### src/rtl/seven_seg_pkg.sv
// Shared definitions for the seven-segment scan driver.
// Holds the active-low segment patterns for the decimal digits, the dash
// shown for invalid BCD, the all-off pattern, and the segment vector type.
// Segment order throughout is {g,f,e,d,c,b,a}, with 0 lighting a segment.
package seven_seg_pkg;

   typedef logic [6:0] seg_t;

   localparam seg_t SEG_0    = 7'b1000000;
   localparam seg_t SEG_1    = 7'b1111001;
   localparam seg_t SEG_2    = 7'b0100100;
   localparam seg_t SEG_3    = 7'b0110000;
   localparam seg_t SEG_4    = 7'b0011001;
   localparam seg_t SEG_5    = 7'b0010010;
   localparam seg_t SEG_6    = 7'b0000010;
   localparam seg_t SEG_7    = 7'b1111000;
   localparam seg_t SEG_8    = 7'b0000000;
   localparam seg_t SEG_9    = 7'b0010000;
   localparam seg_t SEG_DASH = 7'b0111111;
   localparam seg_t SEG_OFF  = 7'b1111111;

endpackage

### src/rtl/seven_seg_scan_if.sv
// Signal bundle between the BCD counter datapath and the display driver.
//   digit3..digit0 : BCD digits, digit3 most significant (counter -> driver)
//   blank_en       : leading-zero blanking enable
//   dp_en          : per-digit decimal point enable, bit i = digit i
//   an             : active-low anode enables, bit i = digit i (driver -> pins)
//   seg            : active-low cathodes {g,f,e,d,c,b,a}
//   dp             : active-low decimal-point cathode
// master: the side that supplies digits and observes the display pins.
// slave : the display driver itself.
interface seven_seg_scan_if;
   import seven_seg_pkg::*;

   logic [3:0] digit3;
   logic [3:0] digit2;
   logic [3:0] digit1;
   logic [3:0] digit0;
   logic       blank_en;
   logic [3:0] dp_en;
   logic [3:0] an;
   seg_t       seg;
   logic       dp;

   modport master (
      output digit3, digit2, digit1, digit0, blank_en, dp_en,
      input  an, seg, dp
   );

   modport slave (
      input  digit3, digit2, digit1, digit0, blank_en, dp_en,
      output an, seg, dp
   );

endinterface

### src/rtl/bcd_to_7seg.sv
// Combinational BCD to active-low seven-segment decoder.
//   bcd : 4-bit input digit
//   seg : active-low segments {g,f,e,d,c,b,a}; codes 10-15 show a dash
module bcd_to_7seg
   import seven_seg_pkg::*;
(
   input  logic [3:0] bcd,
   output seg_t       seg
);

   always_comb begin
      seg = SEG_DASH;
      case (bcd)
         4'd0:    seg = SEG_0;
         4'd1:    seg = SEG_1;
         4'd2:    seg = SEG_2;
         4'd3:    seg = SEG_3;
         4'd4:    seg = SEG_4;
         4'd5:    seg = SEG_5;
         4'd6:    seg = SEG_6;
         4'd7:    seg = SEG_7;
         4'd8:    seg = SEG_8;
         4'd9:    seg = SEG_9;
         default: seg = SEG_DASH;
      endcase
   end

endmodule

### src/rtl/seven_seg_scan.sv
// Time-multiplexed four-digit seven-segment display driver.
// Scans one digit per REFRESH_DIV clock cycles in order 0,1,2,3, decodes the
// BCD digit to active-low segments, applies optional leading-zero blanking
// and per-digit decimal points. The four digits are captured once per frame
// so a frame never mixes old and new counter values.
//   clk : system clock, rising edge
//   rst : asynchronous active-high reset
//   bus : slave side of seven_seg_scan_if (digits/enables in, an/seg/dp out)
module seven_seg_scan
   import seven_seg_pkg::*;
#(
   parameter int REFRESH_DIV = 100000
)
(
   input  logic            clk,
   input  logic            rst,
   seven_seg_scan_if.slave bus
);

   localparam int CNT_W = (REFRESH_DIV > 1) ? $clog2(REFRESH_DIV) : 1;
   localparam logic [CNT_W-1:0] CNT_LAST = CNT_W'(REFRESH_DIV - 1);

   logic [CNT_W-1:0] cnt_reg;
   logic [1:0]       sel_reg;
   logic [1:0]       sel_next;
   logic [3:0]       snap_reg [4];
   logic [3:0]       live_digit [4];
   logic [3:0]       is_zero;
   logic [3:0]       blank_mask;
   logic             tick;
   logic             wrap;
   logic             slot_blank;
   logic [3:0]       digit_val;
   seg_t             dec_seg;
   logic [3:0]       an_reg;
   logic [3:0]       an_next;
   seg_t             seg_reg;
   seg_t             seg_next;
   logic             dp_reg;
   logic             dp_next;

   assign live_digit[0] = bus.digit0;
   assign live_digit[1] = bus.digit1;
   assign live_digit[2] = bus.digit2;
   assign live_digit[3] = bus.digit3;

   // A slot is a leading zero when it and every more significant digit of
   // the captured frame are zero. Digit 0 always shows, even when zero.
   generate
      for (genvar gi = 0; gi < 4; gi++) begin : g_zero
         assign is_zero[gi] = (snap_reg[gi] == 4'd0);
      end
      for (genvar gi = 1; gi < 4; gi++) begin : g_mask
         assign blank_mask[gi] = &is_zero[3:gi];
      end
   endgenerate
   assign blank_mask[0] = 1'b0;

   always_comb begin
      tick       = (cnt_reg == CNT_LAST);
      wrap       = (sel_reg == 2'd3);
      sel_next   = sel_reg + 2'd1;
      // On the wrap edge the snapshot is only being loaded, so slot 0 takes
      // its digit straight from the input to keep the new frame coherent.
      digit_val  = wrap ? bus.digit0 : snap_reg[sel_next];
      slot_blank = bus.blank_en & blank_mask[sel_next];
      an_next    = ~(4'b0001 << sel_next);
      seg_next   = dec_seg;
      dp_next    = ~bus.dp_en[sel_next];
      if (slot_blank) begin
         an_next  = 4'b1111;
         seg_next = SEG_OFF;
         dp_next  = 1'b1;
      end
   end

   bcd_to_7seg u_dec (
      .bcd (digit_val),
      .seg (dec_seg)
   );

   always_ff @(posedge clk or posedge rst) begin
      if (rst) begin
         cnt_reg <= '0;
         sel_reg <= 2'd0;
      end else if (tick) begin
         cnt_reg <= '0;
         sel_reg <= sel_next;
      end else begin
         cnt_reg <= cnt_reg + 1'b1;
      end
   end

   always_ff @(posedge clk or posedge rst) begin
      if (rst) begin
         for (int i = 0; i < 4; i++) snap_reg[i] <= 4'd0;
      end else if (tick && wrap) begin
         for (int i = 0; i < 4; i++) snap_reg[i] <= live_digit[i];
      end
   end

   // Display pins only move on slot edges, so they never glitch mid-slot.
   always_ff @(posedge clk or posedge rst) begin
      if (rst) begin
         an_reg  <= 4'b1110;
         seg_reg <= SEG_0;
         dp_reg  <= 1'b1;
      end else if (tick) begin
         an_reg  <= an_next;
         seg_reg <= seg_next;
         dp_reg  <= dp_next;
      end
   end

   assign bus.an  = an_reg;
   assign bus.seg = seg_reg;
   assign bus.dp  = dp_reg;

endmodule
### src/flat_wrapper.sv
// flat-port wrapper written by rule: the top's interface ports become plain ports
module seven_seg_scan_flat import seven_seg_pkg::*;
#(
   parameter int REFRESH_DIV = 100000
)
  (clk, rst, bus_digit3, bus_digit2, bus_digit1, bus_digit0, bus_blank_en, bus_dp_en, bus_an, bus_seg, bus_dp);
  seven_seg_scan_if bus_i ();
  input  logic clk;
  input  logic rst;
  input wire logic [$bits(bus_i.digit3)-1:0] bus_digit3;
  input wire logic [$bits(bus_i.digit2)-1:0] bus_digit2;
  input wire logic [$bits(bus_i.digit1)-1:0] bus_digit1;
  input wire logic [$bits(bus_i.digit0)-1:0] bus_digit0;
  input wire logic [$bits(bus_i.blank_en)-1:0] bus_blank_en;
  input wire logic [$bits(bus_i.dp_en)-1:0] bus_dp_en;
  output wire logic [$bits(bus_i.an)-1:0] bus_an;
  output wire logic [$bits(bus_i.seg)-1:0] bus_seg;
  output wire logic [$bits(bus_i.dp)-1:0] bus_dp;
  assign bus_i.digit3 = bus_digit3;
  assign bus_i.digit2 = bus_digit2;
  assign bus_i.digit1 = bus_digit1;
  assign bus_i.digit0 = bus_digit0;
  assign bus_i.blank_en = bus_blank_en;
  assign bus_i.dp_en = bus_dp_en;
  assign bus_an = bus_i.an;
  assign bus_seg = bus_i.seg;
  assign bus_dp = bus_i.dp;
  seven_seg_scan #(.REFRESH_DIV(REFRESH_DIV)) u_core (.clk(clk), .rst(rst), .bus(bus_i));
endmodule
### config.mk
export PLATFORM = sky130hd
export DESIGN_NAME = seven_seg_scan_flat
export DESIGN_NICKNAME = d
export VERILOG_FILES = /design/src/rtl/seven_seg_pkg.sv /design/src/rtl/seven_seg_scan_if.sv /design/src/rtl/bcd_to_7seg.sv /design/src/rtl/seven_seg_scan.sv /design/src/flat_wrapper.sv
export SDC_FILE = /design/constraint.sdc
export NUM_CORES = 1
export LEC_CHECK = 0
export ABC_CLOCK_PERIOD_IN_PS = 3150
export CAP_MARGIN = 20
export CORE_ASPECT_RATIO = 0.9
export CORE_MARGIN = 2
export CORE_UTILIZATION = 23
export DETAILED_ROUTE_END_ITERATION = 10
export PLACE_DENSITY_LB_ADDON = 0.08
export SYNTH_ARGS = -nofsm -noshare
export SYNTH_HDL_FRONTEND = slang
export SYNTH_HIERARCHICAL = 1
export SYNTH_SLANG_ARGS = --single-unit
### constraint.sdc
create_clock -name clk -period 3.15 [get_ports clk]
set_input_delay 0.63 -clock clk [delete_from_list [all_inputs] [get_ports clk]]
set_output_delay 0.63 -clock clk [all_outputs]
set_load 0.05 [all_outputs]
### Met1 routing, run 1

The bar under the picture is 20 µm long. Supply wires on this layer in gray.
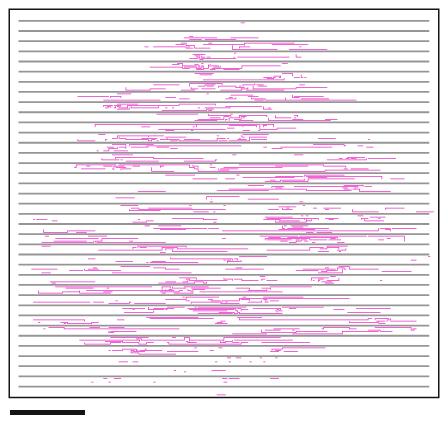
The layer carries 3,260 µm of wire. The wires run mostly horizontal. The layer holds 56% of the routed length.

### Congestion heat map, run 1

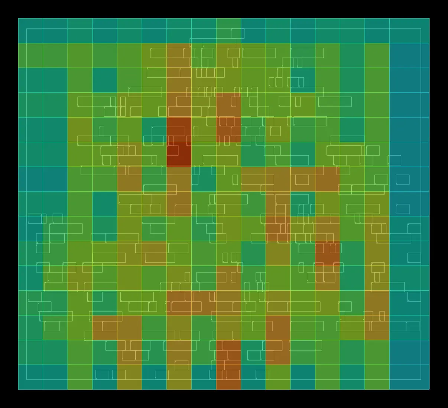
final core occ: 29.38%
total track usage: 10.70%
met2 GRT Util: 14.16%
global routing's busiest layer: met1
M3 GR Usage: 2.282%

==> ci_impl_report.md, run 1 <==
## Synthesis and layout report

| Metric | Value |
|---|---|
| Status | complete, no violations |
| Area-dominant class | multi-input combinational cells |
| Post-DR vias/cell | 4.365 |
| Worst-path clk slew | approximately 0.07 ns |
| Inverters excl. clock | 12 |
| Worst Skew | 0.006045 ns |
| Max incr delay on CP | 0.54 ns |
| CTS H-Tree Depth | 2 |
| Top cells by area | dfrtp_1, mux2_4, ha_1 |
| Worst r2r dst | u_core/bus.seg[0] |
| Seq share, synth | 46.69% |
| Clk power | 0.000516 W |
| Max power group | sequential cells |
| OpenROAD warning count | 34 |
| Sequential cell area share | 37.38% |
| RSZ-0062 raised after global routing | false |
| Met2 wire length | 2351 µm |
| Buf/Inv on CP | 1 |
| Crit-path cells | inv_1 -> ha_1 -> mux4_2 -> nand2_1 -> nand2_1 -> ha_1 -> mux2i_1 -> a22oi_1 -> o32a_1 |
| Comb group | 0.0000900 W |
| Most frequent cells in the layout | dfrtp_1, clkdlybuf4s50_1, nand2_1, nor2_1, xnor2_1 |
| EDFF count, synth | 0 |
| Drt pass-1 iters | 4 |
| Worst VDD drop | roughly 210 µV |
| CP startpoint | u_core/sel_reg[1] |
| Area share of buffers outside the clock network | 12.42% |
| Post-synthesis adder-cell area fraction | 5.435% |
| Logic gate share of total power | about 7.3% |
| FF-to-FF Start | u_core/sel_reg[1] |
| Internal | 0.0009596 W |
| First-pass GRT wire length | just under 10,000 µm |
| Core Region | 10,770 µm² |
| Number of setup violations in the final report | 0 |
| Reg2reg path depth | 9 |
| Crit-path leading delay family | multiplexers |
| Post-synthesis instance total | between 200 and 250 |
| Slew at the pin closest to its max-slew limit | 0.6258 ns |
| Largest non-sequential cell family by area | simple AND/OR/NAND/NOR gates |
| CP max-delay cell | mux4_2 |
### Close-up of the layout, run 1

The bar under the picture is 10 µm long. Region (66, 6) to (106, 46) µm. Cells in gray, sequential cells in the stronger gray; small squares are vias.
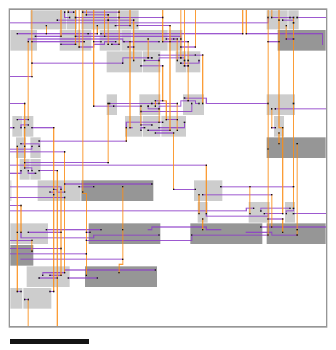
Key: metal 1 = purple; metal 2 = orange
Netlist names of flops here include u_core/snap_reg (3), u_core/bus.seg (2). Sequential cells in the window: 7. Most frequent: nand2_1 (11), dfrtp_1 (5), ha_1 (5). 46 logic cells have their middle in the window.

### Gate-type map, run 1

The bar under the picture is 20 µm long.
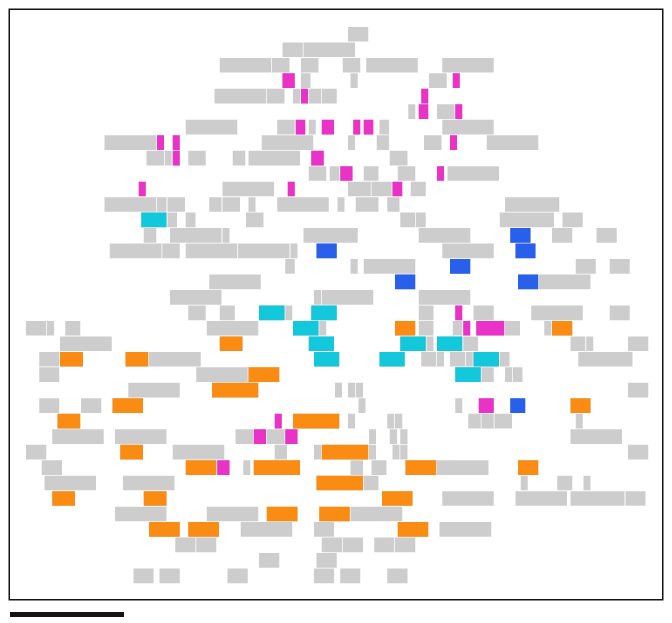
Key: non-inverting ao/oa cells = blue [cells 7, where east]; nor cells = magenta [cells 28]; fa/ha/maj cells = cyan [cells 11, where center]; mux cells = orange [cells 26]

==> run 1 -> run 2 <==
Settings changed: ABC_CLOCK_PERIOD_IN_PS 3150 to 3000, CORE_MARGIN 2 to default.
Clock period 3.15 ns to 3 ns, I/O delays scaled along.
==> run 2 against run 1 <==
Clock-buffer cell count is the same. Routed wire length grew 0.46%. Via count grew 1.8%. Die size shrank 3.6%. Register-to-register slack lost 0.13 ns. Global-route usage grew 0.61 points. Non-clock buffer count shrank 1. Final cell count shrank 1.5%. First-iteration DRC count shrank 18%. Hold slack gained 0.026 ns. Sequential share of layout area is essentially flat. Synthesized area is the same. Largest power group unchanged.
==> ci_impl_report.md, run 2 <==
## Synthesis and layout report

| Metric | Value |
|---|---|
| Logic gate share of total power | 7.3% |
| Clk power | 0.000556 W |
| Core Region | between 10,000 and 15,000 µm² |
| Reg2reg path depth | 10 |
| Routability cong. | 0.7204 |
| Pins Over Slew Limit | 0 |
| Internal | 0.001027 W |
| Post-synthesis instance total | between 200 and 250 |
| Met2 GRT Util | between 10% and 20% |
| Status | complete, no violations |
| Crit-path cells | inv_1 -> ha_1 -> mux4_2 -> nand2_1 -> nand2_1 -> inv_1 -> ha_1 -> nor2_1 -> nor2_1 -> o32a_1 |
| Post-synthesis adder-cell area fraction | 5.435% |
| Seq share, synth | a little under half |
| CP startpoint | u_core/sel_reg[1] |
| Worst-path clk slew | 0.06 ns |
| Final core occ | 30.25% |
| RSZ-0062 raised after global routing | false |
| Buf/Inv on CP | 2 |
| Area-dominant class | multi-input combinational cells |
| Slew at the pin closest to its max-slew limit | 0.5785 ns |
| Max power group | sequential cells |
| Post-DR vias/cell | 4.513 |
| CP max-delay cell | mux4_2 |
| Met2 wire length | 2516 µm |
| OpenROAD warning count | 34 |
| Number of setup violations in the final report | 0 |
| Top cells by area | dfrtp_1, mux2_4, ha_1 |
| EDFF count, synth | 0 |
| Total track usage | 11.31% |
| Worst VDD drop | 163.5 µV |
| Crit-path leading delay family | adder cells |
| Most frequent cells in the layout | dfrtp_1, clkdlybuf4s50_1, nand2_1, nor2_1, xnor2_1 |
| Largest non-sequential cell family by area | simple AND/OR/NAND/NOR gates |
| Fin nets | 293 |
| FF-to-FF Start | u_core/sel_reg[1] |
| First-pass GRT wire length | 9660 µm |
| CTS H-Tree Depth | 2 |
| Global routing's busiest layer | met2 |
| Min setup slack post-route | 0.3243 ns |
| Comb group | 0.0000958 W |
| Sequential cell area share | 37.35% |
| Max incr delay on CP | 0.54 ns |
### Gate-type map, run 2

The bar under the picture is 20 µm long.
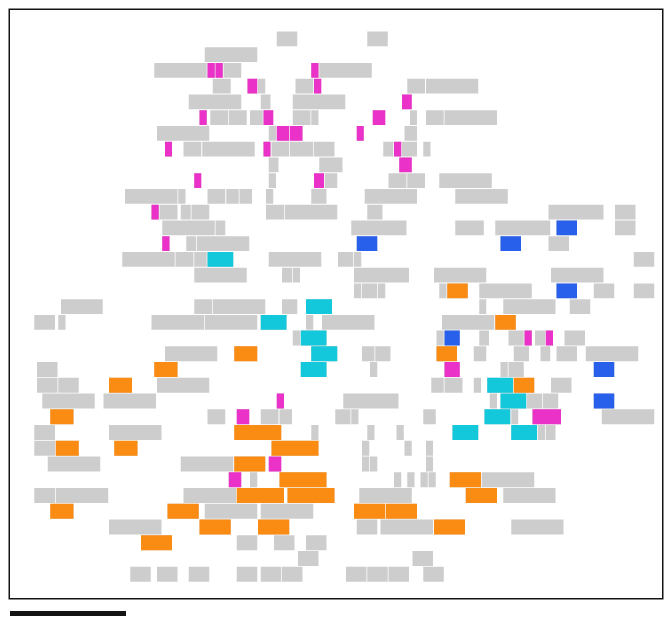
Key: nor cells = magenta [cells 28]; non-inverting ao/oa cells = blue [cells 7, where east]; mux cells = orange [cells 26]; fa/ha/maj cells = cyan [cells 11, where center]

### Met3 routing, run 2

The bar under the picture is 20 µm long. Cells faint in the background.
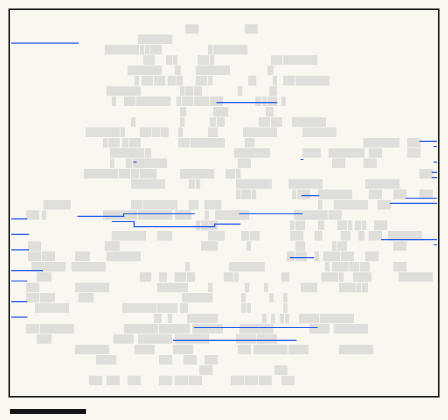
The wires run mostly horizontal. The layer carries 267 µm of wire. 22 nets have wire on it. The longest straight run is 32.2 µm.

### Met1 routing, run 2

The bar under the picture is 20 µm long. Supply wires on this layer in gray.
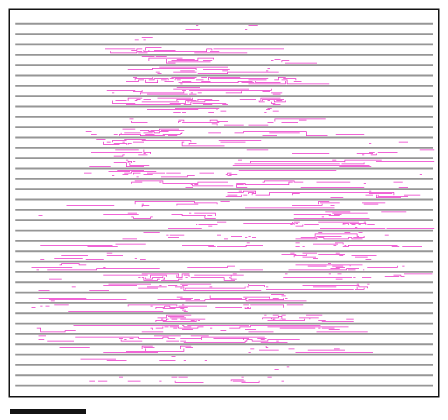
The layer holds 51% of the routed length. The longest straight run is 35.9 µm. 253 nets have wire on it. The layer carries 2,990 µm of wire. The wires run mostly horizontal.

Power and IR drop assume default switching activity.
